### src/rtl/fanout_eager_fork_pkg.sv
`default_nettype none
// +--------------------------------------------------------------------+
// | fanout_eager_fork_pkg: shared state type and default sizing        |
// | Revision: 1.0                                                      |
// +--------------------------------------------------------------------+
package fanout_eager_fork_pkg;

  localparam int DEF_NUM_CH = 6;
  localparam int DEF_SEL_W  = 32;
  localparam int DEF_CNT_W  = 16;

  typedef enum logic [0:0] {
    IDLE = 1'b0,
    PEND = 1'b1
  } fork_state_t;

  // Width of a bit index into a select word; never narrower than one bit.
  function automatic int sel_idx_w(input int sel_w);
    return (sel_w > 1) ? $clog2(sel_w) : 1;
  endfunction

endpackage
`default_nettype wire

### src/rtl/fanout_sel_decode.sv
`default_nettype none
// +--------------------------------------------------------------------+
// | fanout_sel_decode: per-channel live participation from select bits |
// | Revision: 1.0                                                      |
// +--------------------------------------------------------------------+
module fanout_sel_decode
  import fanout_eager_fork_pkg::*;
#(
  parameter int NUM_CH = DEF_NUM_CH,
  parameter int SEL_W  = DEF_SEL_W,
  parameter int IDX_W  = sel_idx_w(DEF_SEL_W)
) (
  input  logic [NUM_CH-1:0]       i_cfg_en,
  input  logic [NUM_CH*IDX_W-1:0] i_cfg_sel_idx,
  input  logic [NUM_CH*SEL_W-1:0] i_sel_word,
  output logic [NUM_CH-1:0]       o_live
);

  for (genvar i = 0; i < NUM_CH; i++) begin : g_ch
    logic [SEL_W-1:0] w_word;
    logic [IDX_W-1:0] w_idx;
    logic             w_in_range;

    assign w_word     = i_sel_word[i*SEL_W +: SEL_W];
    assign w_idx      = i_cfg_sel_idx[i*IDX_W +: IDX_W];
    // Indices past the end of the word mark the channel as not taking part.
    assign w_in_range = ({1'b0, w_idx} < (IDX_W+1)'(SEL_W));
    assign o_live[i]  = i_cfg_en[i] & w_in_range & w_word[w_idx];
  end

endmodule
`default_nettype wire

### src/rtl/fanout_eager_fork.sv
`default_nettype none
// +--------------------------------------------------------------------+
// | fanout_eager_fork: one-to-many token fork, eager or lazy delivery  |
// | Revision: 1.0                                                      |
// +--------------------------------------------------------------------+
module fanout_eager_fork
  import fanout_eager_fork_pkg::*;
#(
  parameter int NUM_CH = DEF_NUM_CH,
  parameter int SEL_W  = DEF_SEL_W,
  parameter int CNT_W  = DEF_CNT_W,
  localparam int IDX_W = sel_idx_w(SEL_W)
) (
  input  logic                    clk,
  input  logic                    rst_n,
  input  logic                    up_valid,
  output logic                    up_ready,
  input  logic [NUM_CH*SEL_W-1:0] sel_word,
  input  logic [NUM_CH-1:0]       cfg_en,
  input  logic [NUM_CH*IDX_W-1:0] cfg_sel_idx,
  input  logic                    cfg_eager,
  output logic [NUM_CH-1:0]       down_valid,
  input  logic [NUM_CH-1:0]       down_ready,
  output logic                    busy,
  output logic [CNT_W-1:0]        xfer_cnt
);

  fork_state_t       r_state;
  fork_state_t       w_state_nxt;
  logic [NUM_CH-1:0] r_done;
  logic [NUM_CH-1:0] r_mask_q;
  logic [CNT_W-1:0]  r_cnt;

  logic [NUM_CH-1:0] w_live;
  logic [NUM_CH-1:0] w_mask;
  logic [NUM_CH-1:0] w_ok;
  logic [NUM_CH-1:0] w_others;
  logic [NUM_CH-1:0] w_lazy_dv;
  logic [NUM_CH-1:0] w_accept;
  logic              w_eager;
  logic              w_fire;

  fanout_sel_decode #(
    .NUM_CH (NUM_CH),
    .SEL_W  (SEL_W),
    .IDX_W  (IDX_W)
  ) u_sel_decode (
    .i_cfg_en      (cfg_en),
    .i_cfg_sel_idx (cfg_sel_idx),
    .i_sel_word    (sel_word),
    .o_live        (w_live)
  );

  assign w_mask = (r_state == PEND) ? r_mask_q : w_live;
  // PEND is only reachable in eager mode, so it pins the mode until the token ends.
  assign w_eager = (r_state == PEND) | cfg_eager;
  assign w_ok    = ~w_mask | down_ready;

  always_comb begin
    w_others  = '0;
    w_lazy_dv = '0;
    for (int i = 0; i < NUM_CH; i++) begin
      w_others     = w_ok;
      w_others[i]  = 1'b1;
      w_lazy_dv[i] = &w_others;
    end
  end

  assign down_valid = w_eager ? ({NUM_CH{up_valid}} & w_mask & ~r_done)
                              : ({NUM_CH{up_valid}} & w_mask & w_lazy_dv);
  assign up_ready   = &(~w_mask | r_done | down_ready);
  assign w_fire     = up_valid & up_ready;
  assign w_accept   = down_valid & down_ready;
  assign busy       = (r_state == PEND);
  assign xfer_cnt   = r_cnt;

  always_comb begin
    w_state_nxt = r_state;
    if (w_fire) begin
      w_state_nxt = IDLE;
    end else if (up_valid && w_eager && (|w_accept)) begin
      w_state_nxt = PEND;
    end
  end

  always_ff @(posedge clk) begin
    if (!rst_n) begin
      r_state <= IDLE;
    end else begin
      r_state <= w_state_nxt;
    end
  end

  always_ff @(posedge clk) begin
    if (!rst_n) begin
      r_done   <= '0;
      r_mask_q <= '0;
      r_cnt    <= '0;
    end else if (w_fire) begin
      r_done <= '0;
      r_cnt  <= r_cnt + CNT_W'(1);
    end else if (up_valid && w_eager) begin
      r_done <= r_done | w_accept;
      if ((r_state == IDLE) && (|w_accept)) begin
        r_mask_q <= w_mask;
      end
    end
  end

endmodule
`default_nettype wire

### config.mk
export PLATFORM = sky130hd
export DESIGN_NAME = fanout_eager_fork
export DESIGN_NICKNAME = d
export VERILOG_FILES = /design/src/rtl/fanout_eager_fork_pkg.sv /design/src/rtl/fanout_sel_decode.sv /design/src/rtl/fanout_eager_fork.sv
export SDC_FILE = /design/constraint.sdc
export NUM_CORES = 1
export LEC_CHECK = 0
export CAP_MARGIN = 20
export CELL_PAD_IN_SITES_DETAIL_PLACEMENT = 0
export CELL_PAD_IN_SITES_GLOBAL_PLACEMENT = 1
export CORE_UTILIZATION = 25
export CTS_CLUSTER_DIAMETER = 200
export DETAILED_ROUTE_END_ITERATION = 7
export PLACE_DENSITY_LB_ADDON = 0.1
export SLEW_MARGIN = 20
export SYNTH_ARGS = -nofsm -noshare
export SYNTH_HDL_FRONTEND = slang
export SYNTH_HIERARCHICAL = 1
export SYNTH_SLANG_ARGS = --single-unit
### constraint.sdc
create_clock -name clk -period 4.3 [get_ports clk]
set_clock_uncertainty 0.1 [all_clocks]
set_input_delay 0.645 -clock clk [delete_from_list [all_inputs] [get_ports clk]]
set_output_delay 0.645 -clock clk [all_outputs]
set_load 0.05 [all_outputs]
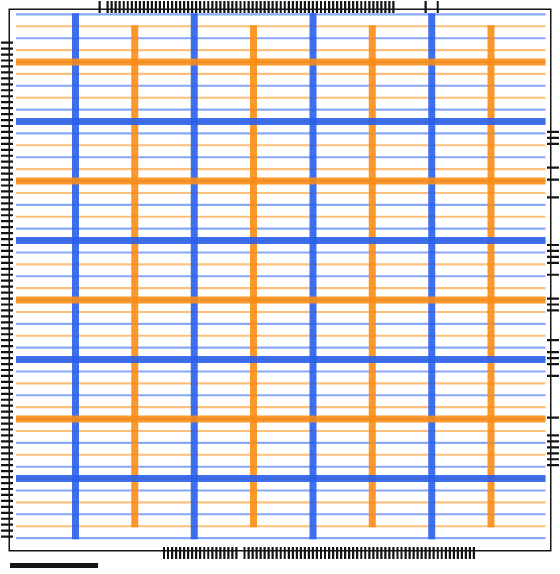
*Supply network, run 1*
The bar under the picture is 20 um long. Pins as bars on the die edge.
VDD -> orange
VSS -> blue
met4 straps = 8
rows = 44
met5 straps = 8

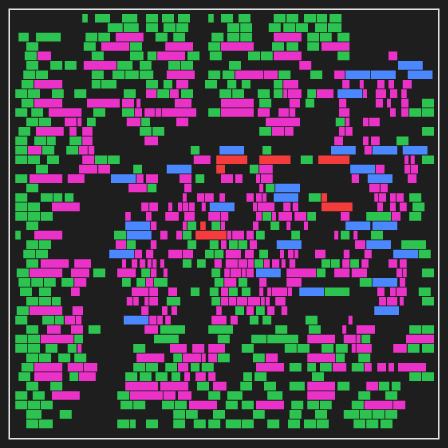
*Placed cells, one color a class, run 1*
all other logic -> magenta  # cells 310, share of their area 42%
clock drivers and dummy loads -> red  # cells 8, share of their area 2.0%
flops -> blue  # cells 29, share of their area 8.2%
other buffers and delay cells -> green  # cells 343, share of their area 47%

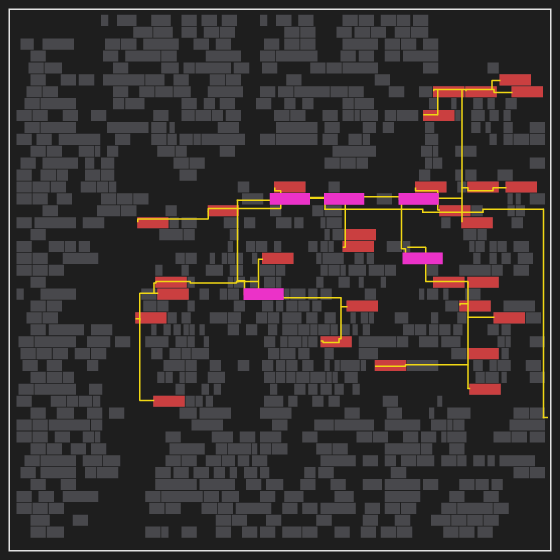
*Clock wires, drivers and flops, run 1*
flip-flops -> red  # count 29
cells driving clock nets -> magenta  # count 5
clock wires -> yellow  # length 514 um
routed clock nets = 6

==> flow_metrics.env, run 1 <==
# implementation run metrics
export IMPL_io_pins=262
export IMPL_vias_per_cell=4.87
export IMPL_comb_cells=301
export IMPL_grtUsageMet2_pct=33.6
export IMPL_io_buffers=261
export IMPL_flops=29
export IMPL_grt_usage_pct=17.1
export IMPL_hpwl_um=11300
export IMPL_hold_worst_slack_ps=397
export IMPL_slew_viol_final=0
export IMPL_r2r_start="busy"
export IMPL_required_ps=3560
export IMPL_ys_seq_share_pct=15.8
export IMPL_power_uw=1300
export IMPL_crit_family="simple AND/OR/NAND/NOR gates"
export IMPL_synth_compound_area_share_pct=15.3
export IMPL_max_slew_margin_rel_pct=37.2
export IMPL_met2WireLength_um=7210
export IMPL_netlist_area_leader_share_pct=16.5
export IMPL_die_width_um=123
export IMPL_drc=0
export IMPL_dieArea_mm2=0.0152
export IMPL_worst_path_buf_inv=3
export IMPL_status="complete, no violations"
export IMPL_whs_path_depth=2
export IMPL_ctsHoldBuffers=0
export IMPL_numCtsBuffers=5
export IMPL_async_flop_share_pct=0
export IMPL_yosysWarningCount=6
export IMPL_wirelength_um=13100
export IMPL_met3WireLength_um=770
export IMPL_comb_power_share_pct=52.3
export IMPL_cts_repair_resized=22
export IMPL_cp_startpoint="sel_word[6]"
export IMPL_min_period_ps=4170
export IMPL_largest_reg_flops=16
export IMPL_edf_count=0
export IMPL_grt_first_pass_wirelength_um=20400
export IMPL_regArea_um2=581
export IMPL_min_path_type="reg -> reg"
export IMPL_numSynthFlops=29
export IMPL_cp_data_arrival_time_ps=3430
export IMPL_synthMuxAreaShare_pct=36.3
export IMPL_top_layer_used="met4"
export IMPL_ir_drop_mv=0.174
export IMPL_wl_per_cell_um=15.0
export IMPL_drv_cap=0
export IMPL_leakagePower_uw=0.00289
export IMPL_insertion_delay_ps=270
export IMPL_utilization_pct=50.5
export IMPL_antenna_found_initial=0
export IMPL_finalInstanceArea_mm2=0.00731
export IMPL_crit_path_max_incr_delay_ps=480
export IMPL_synthTopLogicFamily="multiplexers"
export IMPL_wl_met1_um=4970
export IMPL_clock_area_share_pct=1.95
export IMPL_n_all_buffers=343
export IMPL_fin_nets=928
export IMPL_r2r_end="r_mask_q[5]"
export IMPL_n_all_inverters=9
export IMPL_ys_cells=364
export IMPL_row_count=44
export IMPL_firstDrtPassIters=5
export IMPL_pg_comb_uw=681
export IMPL_gp_congestion=0.840
export IMPL_antenna_cells=0
export IMPL_post_cts_setup_buffers=5
export IMPL_detail_route_antenna_nets=0
export IMPL_fin_ws_ps=126
export IMPL_switching_share_pct=28.5
export IMPL_synthTopCellsByCount="dfxtp_1, mux4_2, nand2_1, o21ai_0, nor2_1"
export IMPL_htreeDepth=2
export IMPL_layout_cells_most_common_list="clkdlybuf4s50_1, buf_4, mux4_2, dfxtp_1, nand2_1"
export IMPL_bufAreaShareNonClock_pct=45.8
export IMPL_powerClk_uw=336
==> run 2, diff against run 1 <==
--- a/config.mk
+++ b/config.mk
@@ -11,6 +11,7 @@
 export CORE_UTILIZATION = 25
 export CTS_CLUSTER_DIAMETER = 200
 export DETAILED_ROUTE_END_ITERATION = 7
+export GPL_TIMING_DRIVEN = 0
 export PLACE_DENSITY_LB_ADDON = 0.1
 export SLEW_MARGIN = 20
 export SYNTH_ARGS = -nofsm -noshare
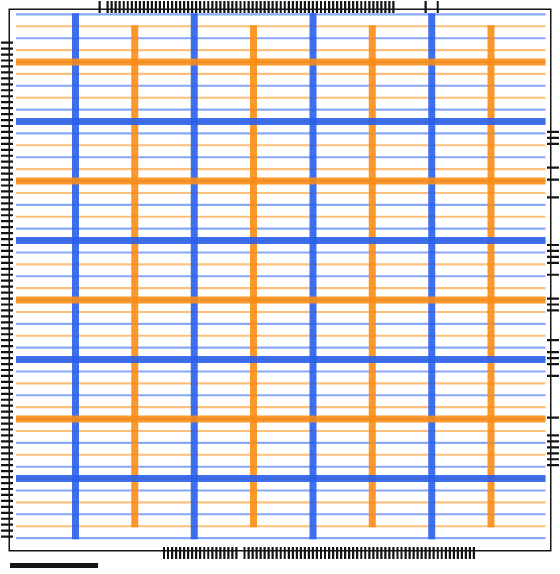
*Supply network, run 2*
The bar under the picture is 20 um long. Pins as bars on the die edge.
VSS -> blue
VDD -> orange
signal pins = 262
met1 rails = 45

==> run 2 against run 1 <==
Global-route usage decreased by 0.71 points. Power up 1.1%. First-iteration DRC count fell by 4.1%. Final cell count is 6.9% lower. Area after synthesis stayed put. Sequential share of layout area rose by 0.59 points. Synthesized cell count is the same. Cell area fell by 7.0%. Critical path depth is the same. Flip-flop count unchanged. Worst hold slack better by 10 ps. Fmax fell by 1.2%.
==> flow_metrics.env, run 2 <==
# implementation run metrics
export IMPL_status="complete, no violations"
export IMPL_antenna_cells=0
export IMPL_top_layer_used="met4"
export IMPL_numCtsBuffers=5
export IMPL_busiest_layer="met2"
export IMPL_grtUsageMet1_pct=18.7
export IMPL_die_width_um=123
export IMPL_cts_tree="done"
export IMPL_final_cell_count_no_fill=814
export IMPL_grtUsageMet2_pct=30.7
export IMPL_worstRegToRegCells=10
export IMPL_powerSeq_uw=281
export IMPL_row_count=44
export IMPL_vias_per_cell=5.02
export IMPL_ir_drop_mv=0.149
export IMPL_grt_pass1_vias=4092
export IMPL_hold_start="xfer_cnt[8]"
export IMPL_switching_share_pct=27.7
export IMPL_dieArea_mm2=0.0152
export IMPL_core_area_mm2=0.0145
export IMPL_ys_area_mm2=0.00368
export IMPL_dominant_cells="combinational gates"
export IMPL_finalInstanceArea_mm2=0.00680
export IMPL_synthesis_area_mm2=0.00368
export IMPL_whs_path_depth=2
export IMPL_area_growth_pct=84.6
export IMPL_firstDrtPassIters=4
export IMPL_cp_end_kind="primary output"
export IMPL_min_period_ps=4220
export IMPL_ys_seq_share_pct=15.8
export IMPL_p_clk_share_pct=31.7
export IMPL_largest_reg_flops=16
export IMPL_synthTopCellsByCount="dfxtp_1, mux4_2, nand2_1, o21ai_0, nor2_1"
export IMPL_fin_ws_ps=75.6
export IMPL_p_seq_share_pct=21.4
export IMPL_dp_cells=792
export IMPL_n_all_inverters=9
export IMPL_drt_initial_drc_count=163
export IMPL_regArea_um2=581
export IMPL_fin_nets=868
export IMPL_xor_share_pct=1.66
export IMPL_yosysWarningCount=6
export IMPL_insertion_delay_ps=280
export IMPL_cts_repair_resized=52
export IMPL_endpoint="down_valid[3]"
export IMPL_synthMuxAreaShare_pct=36.3
export IMPL_met2WireLength_um=6820
export IMPL_ys_cells=364
export IMPL_area_leaders="mux4_2, dfxtp_1, mux4_1"
export IMPL_hpwl_um=10700
export IMPL_synth_main_ff_cell="dfxtp_1"
export IMPL_leakagePower_uw=0.00251
export IMPL_detail_route_antenna_nets=0
export IMPL_nWellTaps=184
export IMPL_wl_met1_um=5100
export IMPL_pg_comb_uw=618
export IMPL_io_pins=262
export IMPL_hold_worst_slack_ps=407
export IMPL_critical_path_class="in -> out"
export IMPL_clock_area_share_pct=2.54
export IMPL_gp_congestion=0.877
export IMPL_cts_path_max_buffers=2
export IMPL_max_slew_margin_rel_pct=61.1
export IMPL_overflow=0
export IMPL_comb_area_mm2=0.00300
export IMPL_r2r_end="xfer_cnt[11]"
export IMPL_p_int_uw=951
export IMPL_dpl_cell_area_mm2=0.00637
export IMPL_async_flop_share_pct=0
export IMPL_utilization_pct=47.0
export IMPL_grt_first_pass_wirelength_um=19400
export IMPL_min_path_type="reg -> reg"
export IMPL_cp_data_arrival_time_ps=3480
export IMPL_layout_cells_most_common_list="clkdlybuf4s50_1, mux4_2, dfxtp_1, nand2_1, buf_4"
export IMPL_ys_types=59
export IMPL_flops=29
export IMPL_die_h_um=123
export IMPL_wl_per_cell_um=15.8
export IMPL_slew_viol_final=0
export IMPL_numSynthFlops=29
export IMPL_met3WireLength_um=675
export IMPL_netlist_area_leader_share_pct=16.5
export IMPL_power_uw=1320
export IMPL_comb_power_share_pct=46.9
export IMPL_avgSynthCellArea_um2=10.1
export IMPL_bufAreaShareNonClock_pct=40.9
export IMPL_tightestPinTransition_ps=580
export IMPL_grt_met3_usage_pct=2.86
export IMPL_post_cts_setup_buffers=4
export IMPL_cpMaxStageDelayCell="mux4_2"
export IMPL_ctsHoldBuffers=0
export IMPL_comb_cells=301
export IMPL_powerDensity_mw_per_mm2=194
export IMPL_fp_util_pct=25.4
export IMPL_hold_violations=0
export IMPL_clockRootBuffer="clkbuf_16"
export IMPL_worst_path_max_fanout=4
export IMPL_clkbuf_count=7
export IMPL_cp_depth=12
export IMPL_antenna_found_initial=0
export IMPL_edf_count=0
export IMPL_crit_path_max_incr_delay_ps=460
export IMPL_start_kind="primary input"
export IMPL_drv_cap=0
export IMPL_timing_setup_tns_ps=0
export IMPL_r2r_start="busy"
export IMPL_wirelength_um=12800
export IMPL_crit_family="multiplexers"
export IMPL_worstHoldEndpoint="xfer_cnt[8]"
export IMPL_cp_startpoint="sel_word[167]"
export IMPL_openroad_warnings=26
export IMPL_power_leader="combinational cells"
export IMPL_worst_path_buf_inv=2
export IMPL_synth_compound_area_share_pct=15.3
export IMPL_required_ps=3560
export IMPL_drc=0
export IMPL_synthTopLogicFamily="multiplexers"
export IMPL_fp_nets=603
export IMPL_powerClk_uw=417
export IMPL_grt_usage_pct=16.3
export IMPL_htreeDepth=2
export IMPL_n_all_buffers=283
export IMPL_io_buffers=244
==> run 3, diff against run 2 <==
--- a/config.mk
+++ b/config.mk
@@ -5,7 +5,6 @@
 export SDC_FILE = /design/constraint.sdc
 export NUM_CORES = 1
 export LEC_CHECK = 0
-export CAP_MARGIN = 20
 export CELL_PAD_IN_SITES_DETAIL_PLACEMENT = 0
 export CELL_PAD_IN_SITES_GLOBAL_PLACEMENT = 1
 export CORE_UTILIZATION = 25
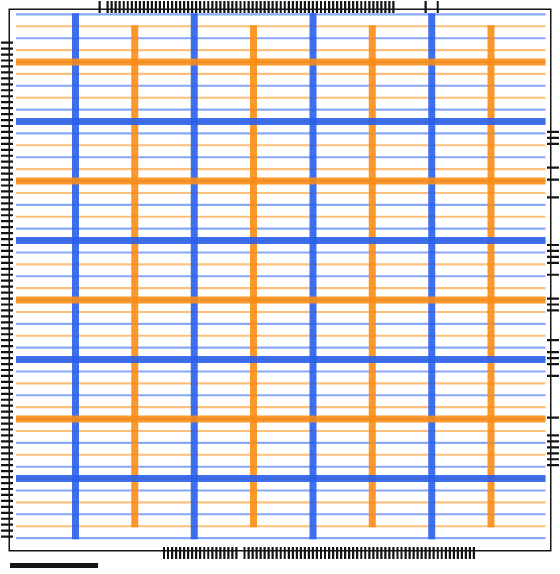
*Supply network, run 3*
The bar under the picture is 20 um long. Pins as bars on the die edge.
VSS -> blue
VDD -> orange
met4 straps = 8
signal pins = 262
rows = 44
met1 rails = 45
met5 straps = 8

==> run 3 against run 2 <==
Routed wire length unchanged. Worst hold slack unchanged. Area after synthesis unchanged.
==> flow_metrics.env, run 3 <==
# implementation run metrics
export IMPL_status="complete, no violations"
export IMPL_finalInstanceArea_mm2=0.00680
export IMPL_comb_area_mm2=0.00300
export IMPL_dpl_cell_area_mm2=0.00637
export IMPL_timing_setup_tns_ps=0
export IMPL_leakagePower_uw=0.00251
export IMPL_drt_initial_drc_count=163
export IMPL_layout_cells_most_common_list="clkdlybuf4s50_1, mux4_2, dfxtp_1, nand2_1, buf_4"
export IMPL_switching_share_pct=27.7
export IMPL_r2r_end="xfer_cnt[11]"
export IMPL_grt_pass1_vias=4092
export IMPL_n_all_buffers=283
export IMPL_wl_per_cell_um=15.8
export IMPL_yosysWarningCount=6
export IMPL_comb_power_share_pct=46.9
export IMPL_cp_startpoint="sel_word[167]"
export IMPL_power_uw=1320
export IMPL_fp_util_pct=25.4
export IMPL_flops=29
export IMPL_gp_congestion=0.877
export IMPL_start_kind="primary input"
export IMPL_synth_compound_area_share_pct=15.3
export IMPL_openroad_warnings=26
export IMPL_row_count=44
export IMPL_syn_inst=364
export IMPL_fin_nets=868
export IMPL_crit_path_max_incr_delay_ps=460
export IMPL_grt_first_pass_wirelength_um=19400
export IMPL_synthTopCellsByCount="dfxtp_1, mux4_2, nand2_1, o21ai_0, nor2_1"
export IMPL_powerClk_uw=417
export IMPL_whs_path_depth=2
export IMPL_power_leader="combinational cells"
export IMPL_bufAreaShareNonClock_pct=40.9
export IMPL_grt_usage_pct=16.3
export IMPL_busiest_layer="met2"
export IMPL_n_all_inverters=9
export IMPL_clockRootBuffer="clkbuf_16"
export IMPL_ys_area_mm2=0.00368
export IMPL_xor_share_pct=1.66
export IMPL_hold_start="xfer_cnt[8]"
export IMPL_wl_met1_um=5100
export IMPL_ir_drop_mv=0.149
export IMPL_required_ps=3560
export IMPL_rrSetupSlack_ps=1660
export IMPL_regArea_um2=581
export IMPL_grt_met3_usage_pct=2.86
export IMPL_clkbuf_count=7
export IMPL_grtUsageMet2_pct=30.7
export IMPL_drc=0
export IMPL_comb_cells=301
export IMPL_cts_path_max_buffers=2
export IMPL_fp_nets=603
export IMPL_clk_pin_slew_ps=50
export IMPL_top_layer_used="met4"
export IMPL_powerSeq_uw=281
export IMPL_dominant_cells="combinational gates"
export IMPL_worstRegToRegCells=10
export IMPL_numCtsBuffers=5
export IMPL_cp_data_arrival_time_ps=3480
export IMPL_hold_violations=0
export IMPL_worstHoldEndpoint="xfer_cnt[8]"
export IMPL_grtUsageMet1_pct=18.7
export IMPL_hpwl_um=10700
export IMPL_slew_viol_final=0
export IMPL_crit_family="multiplexers"
export IMPL_antenna_found_initial=0
export IMPL_avgSynthCellArea_um2=10.1
export IMPL_area_leaders="mux4_2, dfxtp_1, mux4_1"
export IMPL_synthTopLogicFamily="multiplexers"
export IMPL_p_int_uw=951
export IMPL_cpMaxStageDelayCell="mux4_2"
export IMPL_met3WireLength_um=675
export IMPL_ys_cells=364
export IMPL_insertion_delay_ps=280
export IMPL_synthesis_area_mm2=0.00368
export IMPL_edf_count=0
export IMPL_worst_path_max_fanout=4
export IMPL_detail_route_antenna_nets=0
export IMPL_hold_worst_slack_ps=407
export IMPL_antenna_cells=0
export IMPL_post_cts_setup_buffers=4
export IMPL_ys_sh_simple_pct=23.7
export IMPL_cp_end_kind="primary output"
export IMPL_synthMuxAreaShare_pct=36.3
export IMPL_io_buffers=244
export IMPL_wirelength_um=12800
export IMPL_overflow=0
export IMPL_area_growth_pct=84.6
export IMPL_die_h_um=123
export IMPL_p_seq_share_pct=21.4
export IMPL_netlist_area_leader_share_pct=16.5
export IMPL_clock_area_share_pct=2.54
export IMPL_endpoint="down_valid[3]"
export IMPL_htreeDepth=2
export IMPL_synth_main_ff_cell="dfxtp_1"
export IMPL_core_area_mm2=0.0145
export IMPL_min_period_ps=4220
export IMPL_cts_repair_resized=52
export IMPL_tightestPinTransition_ps=580
export IMPL_final_cell_count_no_fill=814
export IMPL_ys_seq_share_pct=15.8
export IMPL_vias_per_cell=5.02
export IMPL_firstDrtPassIters=4
export IMPL_r2r_start="busy"
export IMPL_max_slew_margin_rel_pct=61.1
export IMPL_ys_types=59
export IMPL_numSynthFlops=29
export IMPL_fin_ws_ps=75.6
export IMPL_drv_cap=0
export IMPL_dieArea_mm2=0.0152
export IMPL_io_pins=262
export IMPL_cts_tree="done"
export IMPL_async_flop_share_pct=0
export IMPL_setup_viol=0
export IMPL_met2WireLength_um=6820
export IMPL_p_clk_share_pct=31.7
export IMPL_min_path_type="reg -> reg"
export IMPL_cp_depth=12
export IMPL_die_width_um=123
export IMPL_powerDensity_mw_per_mm2=194
export IMPL_worst_path_buf_inv=2
export IMPL_ctsHoldBuffers=0
export IMPL_critical_path_class="in -> out"
export IMPL_dp_cells=792
export IMPL_utilization_pct=47.0
export IMPL_nWellTaps=184
export IMPL_fillers=1374
export IMPL_largest_reg_flops=16
export IMPL_pg_comb_uw=618
No activity file was given, so power comes from the tool's default toggle rates.
